Figure 1. Gate families picked out (run 1).
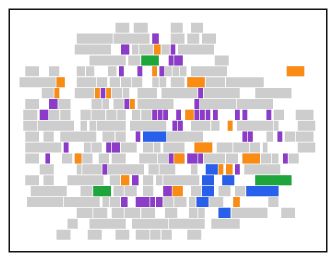
Figure 2. Clock wiring as the flow saved it (run 1).
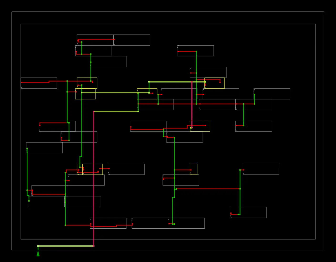
Figure 3. M2 wires (run 1).
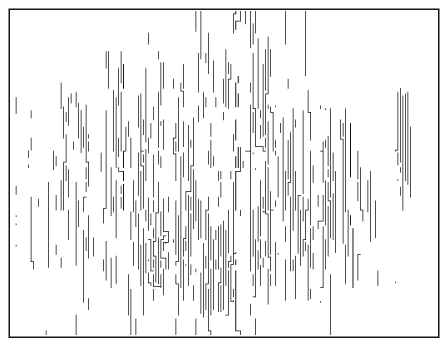
`config.mk`:
```
export PLATFORM = sky130hd
export DESIGN_NAME = keccak_perm_seq_flat
export DESIGN_NICKNAME = d
export VERILOG_FILES = /design/src/rtl/keccak_perm_seq_if.sv /design/src/rtl/keccak_perm_seq.sv /design/src/flat_wrapper.sv
export SDC_FILE = /design/constraint.sdc
export NUM_CORES = 1
export LEC_CHECK = 0
export CORE_ASPECT_RATIO = 0.75
export CORE_MARGIN = 2
export CORE_UTILIZATION = 40
export CTS_BUF_LIST = sky130_fd_sc_hd__clkbuf_8 sky130_fd_sc_hd__clkbuf_16
export DETAILED_ROUTE_END_ITERATION = 8
export MAX_ROUTING_LAYER = met4
export PLACE_DENSITY = 0.79
export SETUP_SLACK_MARGIN = 0.1
export SLEW_MARGIN = 5
export SYNTH_ARGS = -nofsm -noshare
export SYNTH_HDL_FRONTEND = slang
export SYNTH_SLANG_ARGS = --single-unit
```
`constraint.sdc`:
```
create_clock -name clk_i -period 2.5 [get_ports clk_i]
set_clock_uncertainty 0.15 [all_clocks]
set_input_delay 0.625 -clock clk_i [delete_from_list [all_inputs] [get_ports clk_i]]
set_output_delay 0.625 -clock clk_i [all_outputs]
set_load 0.005 [all_outputs]
```
`src/rtl/keccak_perm_seq_if.sv`:
```
// ---------------------------------------------------------------------------
// keccak_perm_seq_if
// Handshake bundle between the bus-side absorb logic, the permutation
// sequencer and the Keccak-f round datapath.
//   slave  modport : sequencer side (takes job/datapath status, drives control)
//   master modport : job issuer / datapath side
// Signals:
//   start_i, num_blocks_i        job request and block count
//   ready_dp_i, blk_valid_i      datapath idle/loaded, next block absorbed
//   abort_i                      job abort (honoured only with
//                                KECCAK_PERM_SEQ_ABORT_EN)
//   start_dp_o, round_en_o       datapath launch pulse, round enable
//   round_idx_o, blk_idx_o       round-constant select, current block index
//   blk_req_o, busy_o            next-block request, job in progress
//   status_o, keccak_intr        sticky done flag, one-cycle interrupt
// ---------------------------------------------------------------------------
interface keccak_perm_seq_if #(
   parameter int NUM_ROUNDS = 24,
   parameter int BLK_CNT_W  = 8
);
   localparam int ROUND_W = (NUM_ROUNDS > 1) ? $clog2(NUM_ROUNDS) : 1;

   logic                 start_i;
   logic [BLK_CNT_W-1:0] num_blocks_i;
   logic                 ready_dp_i;
   logic                 blk_valid_i;
   logic                 abort_i;
   logic                 start_dp_o;
   logic                 round_en_o;
   logic [ROUND_W-1:0]   round_idx_o;
   logic                 blk_req_o;
   logic [BLK_CNT_W-1:0] blk_idx_o;
   logic                 busy_o;
   logic                 status_o;
   logic                 keccak_intr;

   modport slave (
      input  start_i, num_blocks_i, ready_dp_i, blk_valid_i, abort_i,
      output start_dp_o, round_en_o, round_idx_o, blk_req_o, blk_idx_o,
             busy_o, status_o, keccak_intr
   );

   modport master (
      output start_i, num_blocks_i, ready_dp_i, blk_valid_i, abort_i,
      input  start_dp_o, round_en_o, round_idx_o, blk_req_o, blk_idx_o,
             busy_o, status_o, keccak_intr
   );
endinterface

```
`src/rtl/keccak_perm_seq.sv`:
```
// ---------------------------------------------------------------------------
// keccak_perm_seq
// Multi-block permutation sequencer for the Keccak-f round datapath.
// Accepts a job of N blocks; for each block it launches the datapath, steps
// the round index through NUM_ROUNDS rounds and, between permutations,
// requests the next block. Completion raises a sticky status flag and a
// one-cycle interrupt.
// Ports:
//   clk_i   clock, rising edge
//   rst_ni  asynchronous active-low reset
//   bus     keccak_perm_seq_if.slave (job, datapath handshake, status)
// Optional feature:
//   KECCAK_PERM_SEQ_ABORT_EN  when defined, abort_i returns any active job
//                             to IDLE without an interrupt; otherwise
//                             abort_i is ignored.
// All outputs come straight from registers updated with the state.
// ---------------------------------------------------------------------------
module keccak_perm_seq #(
   parameter int NUM_ROUNDS = 24,
   parameter int BLK_CNT_W  = 8
) (
   input  logic                   clk_i,
   input  logic                   rst_ni,
   keccak_perm_seq_if.slave       bus
);
   localparam int ROUND_W = (NUM_ROUNDS > 1) ? $clog2(NUM_ROUNDS) : 1;
   localparam logic [ROUND_W-1:0] LAST_ROUND = ROUND_W'(NUM_ROUNDS - 1);

   typedef enum logic [2:0] {
      S_IDLE,
      S_LAUNCH,
      S_ROUND,
      S_BLK_WAIT,
      S_DONE
   } state_t;

   state_t               r_state;
   logic [BLK_CNT_W-1:0] r_blk_cnt;
   logic [BLK_CNT_W-1:0] r_blk_idx;
   logic [ROUND_W-1:0]   r_round_idx;
   logic                 r_start_dp;
   logic                 r_round_en;
   logic                 r_blk_req;
   logic                 r_busy;
   logic                 r_status;
   logic                 r_intr;

   logic                 w_abort;
   logic                 w_last_round;
   logic                 w_last_blk;

`ifdef KECCAK_PERM_SEQ_ABORT_EN
   // Abort is meaningless in IDLE, so it is masked there.
   assign w_abort = bus.abort_i && (r_state != S_IDLE);
`else
   logic w_unused_abort;
   assign w_unused_abort = bus.abort_i;
   assign w_abort        = 1'b0;
`endif

   assign w_last_round = (r_round_idx == LAST_ROUND);
   assign w_last_blk   = (r_blk_idx == (r_blk_cnt - BLK_CNT_W'(1)));

   always_ff @(posedge clk_i or negedge rst_ni) begin
      if (!rst_ni) begin
         r_state     <= S_IDLE;
         r_blk_cnt   <= '0;
         r_blk_idx   <= '0;
         r_round_idx <= '0;
         r_start_dp  <= 1'b0;
         r_round_en  <= 1'b0;
         r_blk_req   <= 1'b0;
         r_busy      <= 1'b0;
         r_status    <= 1'b0;
         r_intr      <= 1'b0;
      end else begin
         // Launch and interrupt are single-cycle pulses.
         r_start_dp <= 1'b0;
         r_intr     <= 1'b0;
         if (w_abort) begin
            // Abort beats every other transition, including DONE entry.
            r_state     <= S_IDLE;
            r_blk_cnt   <= '0;
            r_blk_idx   <= '0;
            r_round_idx <= '0;
            r_round_en  <= 1'b0;
            r_blk_req   <= 1'b0;
            r_busy      <= 1'b0;
            r_status    <= 1'b0;
         end else begin
            case (r_state)
               S_IDLE: begin
                  if (bus.start_i && bus.ready_dp_i) begin
                     if (bus.num_blocks_i != '0) begin
                        r_status    <= 1'b0;
                        r_blk_cnt   <= bus.num_blocks_i;
                        r_blk_idx   <= '0;
                        r_round_idx <= '0;
                        r_start_dp  <= 1'b1;
                        r_busy      <= 1'b1;
                        r_state     <= S_LAUNCH;
                     end else begin
                        // Empty job completes at once; status is re-set on DONE entry.
                        r_status <= 1'b1;
                        r_intr   <= 1'b1;
                        r_state  <= S_DONE;
                     end
                  end
               end
               S_LAUNCH: begin
                  r_round_idx <= '0;
                  r_round_en  <= 1'b1;
                  r_state     <= S_ROUND;
               end
               S_ROUND: begin
                  if (w_last_round) begin
                     r_round_idx <= '0;
                     r_round_en  <= 1'b0;
                     if (w_last_blk) begin
                        r_busy   <= 1'b0;
                        r_status <= 1'b1;
                        r_intr   <= 1'b1;
                        r_state  <= S_DONE;
                     end else begin
                        r_blk_idx <= r_blk_idx + BLK_CNT_W'(1);
                        r_blk_req <= 1'b1;
                        r_state   <= S_BLK_WAIT;
                     end
                  end else begin
                     r_round_idx <= r_round_idx + ROUND_W'(1);
                  end
               end
               S_BLK_WAIT: begin
                  if (bus.blk_valid_i && bus.ready_dp_i) begin
                     r_blk_req  <= 1'b0;
                     r_start_dp <= 1'b1;
                     r_state    <= S_LAUNCH;
                  end
               end
               S_DONE: begin
                  r_state <= S_IDLE;
               end
               default: begin
                  r_state <= S_IDLE;
               end
            endcase
         end
      end
   end

   assign bus.start_dp_o  = r_start_dp;
   assign bus.round_en_o  = r_round_en;
   assign bus.round_idx_o = r_round_idx;
   assign bus.blk_req_o   = r_blk_req;
   assign bus.blk_idx_o   = r_blk_idx;
   assign bus.busy_o      = r_busy;
   assign bus.status_o    = r_status;
   assign bus.keccak_intr = r_intr;
endmodule

```
`src/flat_wrapper.sv`:
```
// flat-port wrapper written by rule: the top's interface ports become plain ports
module keccak_perm_seq_flat 
#(
   parameter int NUM_ROUNDS = 24,
   parameter int BLK_CNT_W  = 8
)
  (clk_i, rst_ni, bus_start_i, bus_num_blocks_i, bus_ready_dp_i, bus_blk_valid_i, bus_abort_i, bus_start_dp_o, bus_round_en_o, bus_round_idx_o, bus_blk_req_o, bus_blk_idx_o, bus_busy_o, bus_status_o, bus_keccak_intr);
  keccak_perm_seq_if #(.NUM_ROUNDS(NUM_ROUNDS), .BLK_CNT_W(BLK_CNT_W)) bus_i ();
  input  logic clk_i;
  input  logic rst_ni;
  input wire logic [$bits(bus_i.start_i)-1:0] bus_start_i;
  input wire logic [$bits(bus_i.num_blocks_i)-1:0] bus_num_blocks_i;
  input wire logic [$bits(bus_i.ready_dp_i)-1:0] bus_ready_dp_i;
  input wire logic [$bits(bus_i.blk_valid_i)-1:0] bus_blk_valid_i;
  input wire logic [$bits(bus_i.abort_i)-1:0] bus_abort_i;
  output wire logic [$bits(bus_i.start_dp_o)-1:0] bus_start_dp_o;
  output wire logic [$bits(bus_i.round_en_o)-1:0] bus_round_en_o;
  output wire logic [$bits(bus_i.round_idx_o)-1:0] bus_round_idx_o;
  output wire logic [$bits(bus_i.blk_req_o)-1:0] bus_blk_req_o;
  output wire logic [$bits(bus_i.blk_idx_o)-1:0] bus_blk_idx_o;
  output wire logic [$bits(bus_i.busy_o)-1:0] bus_busy_o;
  output wire logic [$bits(bus_i.status_o)-1:0] bus_status_o;
  output wire logic [$bits(bus_i.keccak_intr)-1:0] bus_keccak_intr;
  assign bus_i.start_i = bus_start_i;
  assign bus_i.num_blocks_i = bus_num_blocks_i;
  assign bus_i.ready_dp_i = bus_ready_dp_i;
  assign bus_i.blk_valid_i = bus_blk_valid_i;
  assign bus_i.abort_i = bus_abort_i;
  assign bus_start_dp_o = bus_i.start_dp_o;
  assign bus_round_en_o = bus_i.round_en_o;
  assign bus_round_idx_o = bus_i.round_idx_o;
  assign bus_blk_req_o = bus_i.blk_req_o;
  assign bus_blk_idx_o = bus_i.blk_idx_o;
  assign bus_busy_o = bus_i.busy_o;
  assign bus_status_o = bus_i.status_o;
  assign bus_keccak_intr = bus_i.keccak_intr;
  keccak_perm_seq #(.NUM_ROUNDS(NUM_ROUNDS), .BLK_CNT_W(BLK_CNT_W)) u_core (.clk_i(clk_i), .rst_ni(rst_ni), .bus(bus_i));
endmodule
```
==> impl_metrics.py, run 1 <==
# Generated from Yosys and OpenROAD reports
metrics = {
    "status": {
        "outcome": "finished clean",
    },
    "pwr": {
        "seq-power_w": 0.000858,
        "powerDensity_mw_per_mm2": 1024,
        "clkPwrFrac": 0.160,
        "p_comb_frac": 0.497,
        "top_power_group": "combinational logic",
        "p_sw_w": 0.001004,
        "peakVddDrop_mv": 0.5094,
        "p_leak_nw": 1.079,
        "switching_share": 0.4008,
        "combinationalPower_w": 0.00125,
        "p_seq_frac": 0.343,
        "p_int_w": 0.001501,
    },
    "logic_synthesis": {
        "synth_xor_xnor_area_share": 0.04978,
        "synth_top_flop_cell": "dfrtp_1",
        "synth.net_count": 200,
        "top_cells_by_count": "36 x nand2_1, 30 x dfrtp_1, 11 x a21oi_1",
        "area_leaders": "dfrtp_1 45%, nand2_1 8.0%, a21oi_1 3.3%, o21ai_0 2.7%, ha_1 2.2%",
        "top_cell_area_share": 0.4458,
        "compound_area_frac": 0.2043,
        "async_reset_ff_frac": 1.000,
        "synthesis.area_mm2": 0.001684,
        "synthAdderAreaFrac": 0.02229,
        "syn_avg_cell_area_um2": 9.203,
        "ys_cells": 183,
        "syn_inst": 183,
        "edf_count": 0,
        "synth-simple-area-share": 0.2377,
        "ys_types": 45,
        "ys_seq_elements": 30,
        "top_logic_kind": "simple AND/OR/NAND/NOR gates",
        "yosys_area_mm2": 0.001684,
        "yosysMostFrequentCell": "nand2_1",
        "synth_warnings": 0,
        "yosysTopAreaCell": "dfrtp_1",
        "synth_seq_share": 0.4458,
    },
    "clock_network": {
        "cts_num_sinks": 30,
        "cts-root-buf": "clkbuf_8",
        "cts_max_level": 2,
        "cts_buffer_depth": 2,
        "cts.clk_slew.worst_paths_ps": 70,
        "cts_tree": "done",
        "postCtsSetupRepairBufs": 1,
        "cts_resized": 18,
    },
    "cells_and_area": {
        "seq_area_um2": 750.7,
        "fin_cells": 295,
        "nets": 256,
        "n_antenna_cell": 0,
        "lay_top_cells": "35 x nand2_1, 30 x dfrtp_1, 26 x buf_4",
        "clk_share": 0.03734,
        "num-multi-input-gates": 143,
        "inverters_excl_clock": 2,
        "fill_cells": 364,
        "fin_area_mm2": 0.002446,
        "num-nonclk-buffers": 57,
        "final_common_cell": "nand2_1",
        "dominant_cells": "multi-input combinational cells",
        "final_util": 0.6034,
        "area_growth_pct": 45.25,
        "comb_area_share": 0.4159,
        "layout-drive-gt1-share": 0.2583,
        "sh_seq_area": 0.3069,
        "buf_share": 0.2087,
    },
    "floorplanning": {
        "io_pins": 33,
        "row_count": 20,
        "tap_cells": 55,
        "fp_util": 0.4154,
        "core_mm2": 0.004054,
        "chip_area_mm2": 0.004751,
        "die_w_um": 78.93,
        "fp.dieH_um": 60.20,
    },
    "job": {
        "maxCapViolations": 0,
        "warnings": 29,
    },
    "grt": {
        "grt_start_max_net_pins": 31,
        "grt_pass1_vias": 1456,
        "grt.busiest_layer": "met2",
        "globalRouteMet3Util": 0.06042,
        "grt_use_total": 0.2036,
        "grt_pass1_wl_mm": 6.955,
        "antenna_found_initial": 0,
    },
    "routing": {
        "met2_length_mm": 2.082,
        "drtAntennaViolNets": 0,
        "drt_iter0_drc": 71,
        "met3_length_um": 190,
        "drc": 0,
        "highest_layer": "met4",
        "via_per_inst": 5.336,
        "met1_length_mm": 2.034,
        "drt-pass1-iter-count": 4,
        "vias": 1574,
        "finalWirelength_mm": 4.413,
        "wl_per_cell_um": 14.96,
    },
    "final_timing": {
        "finalSetupViolCount": 0,
        "worst_slack_ps": 72.07,
        "worstMarginPinSlew_ps": 613.8,
        "setup_tns_ps": 0,
        "maxSlewHeadroom": 0.5874,
        "timing.final.max_slew_violations": 0,
        "hold_viol": 0,
        "hold-worst-slack_ps": 334.0,
        "rsz0062_at_grt": "true",
        "max_freq_mhz": 411.9,
        "min_period_ps": 2428,
        "final.period_utilization": 0.9712,
    },
    "setup_path": {
        "crit_top_cell": "buf_4",
        "r2r_end": "u_core.bus.blk_idx_o[5]",
        "critical_path_class": "reg2reg",
        "path_cells": "inv_2 -> ha_4 -> nor3b_2 -> buf_4 -> a22o_1 -> o2111ai_4 -> a211oi_2 -> buf_4 -> or4_1 -> a21oi_1",
        "critPathMaxStageDelay_ps": 510,
        "crit_family": "simple AND/OR/NAND/NOR gates",
        "worst_setup_path_start_kind": "register",
        "reg2reg_from": "u_core.r_blk_cnt[0]",
        "rrSetupSlack_ps": 70,
        "reg2reg_depth": 10,
        "cp-endpoint": "u_core.bus.blk_idx_o[5]",
        "worst-path-buf-inv": 3,
        "worst-path-stages": 10,
        "arrival_ps": 2480,
        "crit_path_end_kind": "register",
    },
    "min_path": {
        "hold_path.class": "reg2reg",
        "holdPathEnd": "u_core.bus.blk_req_o",
        "min_delay_path_depth": 1,
        "worstHoldStart": "u_core.bus.blk_req_o",
    },
    "placement": {
        "place_inst": 284,
        "dpl.hpwl_mm": 2.952,
        "gp_congestion": 0.7804,
        "dp_slack_ps": -387.6,
    },
}
About Figure 1:
xor and xnor cells: shown in blue, cells 8, most used xnor2_1. nand cells: shown in purple, cells 47, most used nand2_1. nor cells: shown in orange, cells 20, most used nor2_1. fa/ha/maj cells: shown in green, cells 3, most used ha_1.

About Figure 2:
worst skew pair latency: 280 ps
CLK BUF: 6
P_clk: 0.000401 W
Seq cells: 30
Num CTS Buffers: 5

About Figure 3:
212 nets have wire on it. The layer carries 2080 µm of wire. The wires run mostly vertical. The longest straight run is 30.6 µm.

==> run 1 -> run 2 <==
--- a/config.mk
+++ b/config.mk
@@ -12,6 +12,7 @@
 export DETAILED_ROUTE_END_ITERATION = 8
 export MAX_ROUTING_LAYER = met4
 export PLACE_DENSITY = 0.79
+export RECOVER_POWER = 100
 export SETUP_SLACK_MARGIN = 0.1
 export SLEW_MARGIN = 5
 export SYNTH_ARGS = -nofsm -noshare
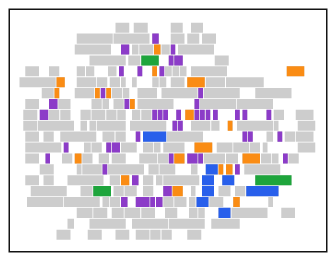
Figure 4: run 2, gate families picked out.
nor cells: shown in orange, cells 20, most used nor2_1. fa/ha/maj cells: shown in green, cells 3, most used ha_1. xor and xnor cells: shown in blue, cells 8, most used xnor2_1. nand cells: shown in purple, cells 47, most used nand2_1.
Comb/total area: 0.4189
dominant logic cell type in the layout: nand2_1
non-filler instance count after layout: 295

==> impl_metrics.py, run 2 <==
# Generated from Yosys and OpenROAD reports
metrics = {
    "setup_path": {
        "worst-path-stages": 10,
        "critical_path_class": "reg2reg",
        "reg2reg_depth": 10,
        "worst-path-buf-inv": 3,
        "cp-endpoint": "u_core.bus.blk_idx_o[5]",
        "crit_path_end_kind": "register",
    },
    "logic_synthesis": {
        "ys_types": 45,
        "synthAdderAreaFrac": 0.02229,
        "yosys_area_mm2": 0.001684,
        "synth_warnings": 0,
        "top_logic_kind": "simple AND/OR/NAND/NOR gates",
        "synth-simple-area-share": 0.2377,
        "top_cells_by_count": "36 x nand2_1, 30 x dfrtp_1, 11 x a21oi_1",
        "async_reset_ff_frac": 1.000,
        "synth_top_flop_cell": "dfrtp_1",
        "ys_cells": 183,
        "syn_avg_cell_area_um2": 9.203,
        "synth_xor_xnor_area_share": 0.04978,
        "area_leaders": "dfrtp_1 45%, nand2_1 8.0%, a21oi_1 3.3%, o21ai_0 2.7%, ha_1 2.2%",
        "synthesis.area_mm2": 0.001684,
        "yosysMostFrequentCell": "nand2_1",
        "syn_inst": 183,
        "synth.net_count": 200,
    },
    "pwr": {
        "top_power_group": "combinational logic",
        "p_int_w": 0.001459,
        "peakVddDrop_mv": 0.4786,
        "pg_clk_w": 0.000401,
        "powerDensity_mw_per_mm2": 1012,
        "clkPwrFrac": 0.163,
        "p_seq_frac": 0.347,
        "seq-power_w": 0.000853,
        "p_sw_w": 0.0009991,
        "switching_share": 0.4064,
        "combinationalPower_w": 0.00120,
    },
    "floorplanning": {
        "tap_cells": 55,
        "io_pins": 33,
        "die_w_um": 78.93,
        "fp.dieH_um": 60.20,
        "row_count": 20,
        "fp_util": 0.4154,
    },
    "final_timing": {
        "rsz0062_at_grt": "true",
        "timing.final.max_slew_violations": 0,
        "min_period_ps": 2429,
        "finalSetupViolCount": 0,
        "hold-worst-slack_ps": 327.8,
        "maxSlewHeadroom": 0.4895,
        "setup_tns_ps": 0,
    },
    "placement": {
        "place_inst": 284,
        "dpl.hpwl_mm": 2.952,
        "dp_slack_ps": -387.6,
        "gp_congestion": 0.7804,
    },
    "cells_and_area": {
        "nClkBuffers": 6,
        "seq_area_um2": 750.7,
        "area_growth_pct": 44.21,
        "dominant_cells": "multi-input combinational cells",
        "lay_top_cells": "35 x nand2_1, 30 x dfrtp_1, 20 x buf_4",
        "fill_cells": 365,
        "num-nonclk-buffers": 57,
        "layout-drive-gt1-share": 0.2417,
        "fin_area_mm2": 0.002429,
        "buf_share": 0.2030,
        "n_antenna_cell": 0,
        "nets": 256,
    },
    "routing": {
        "via_per_inst": 5.308,
        "drt-pass1-iter-count": 4,
        "drc": 0,
        "drt_iter0_drc": 83,
        "met3_length_um": 190,
        "drtAntennaViolNets": 0,
        "wl_per_cell_um": 14.91,
        "finalWirelength_mm": 4.398,
        "met2_length_mm": 2.072,
        "met1_length_mm": 2.030,
    },
    "status": {
        "outcome": "finished clean",
    },
    "min_path": {
        "worstHoldStart": "u_core.bus.blk_req_o",
        "holdPathEnd": "u_core.bus.blk_req_o",
        "hold_path.class": "reg2reg",
    },
    "clock_network": {
        "clk-insertion-delay-late_ps": 280,
        "cts_max_level": 2,
        "postCtsSetupRepairBufs": 1,
    },
    "grt": {
        "antenna_found_initial": 0,
        "grt_pass1_wl_mm": 6.955,
        "grt_pass1_vias": 1456,
        "grt_use_total": 0.2036,
    },
}
Power is estimated from default activity; no workload was simulated.
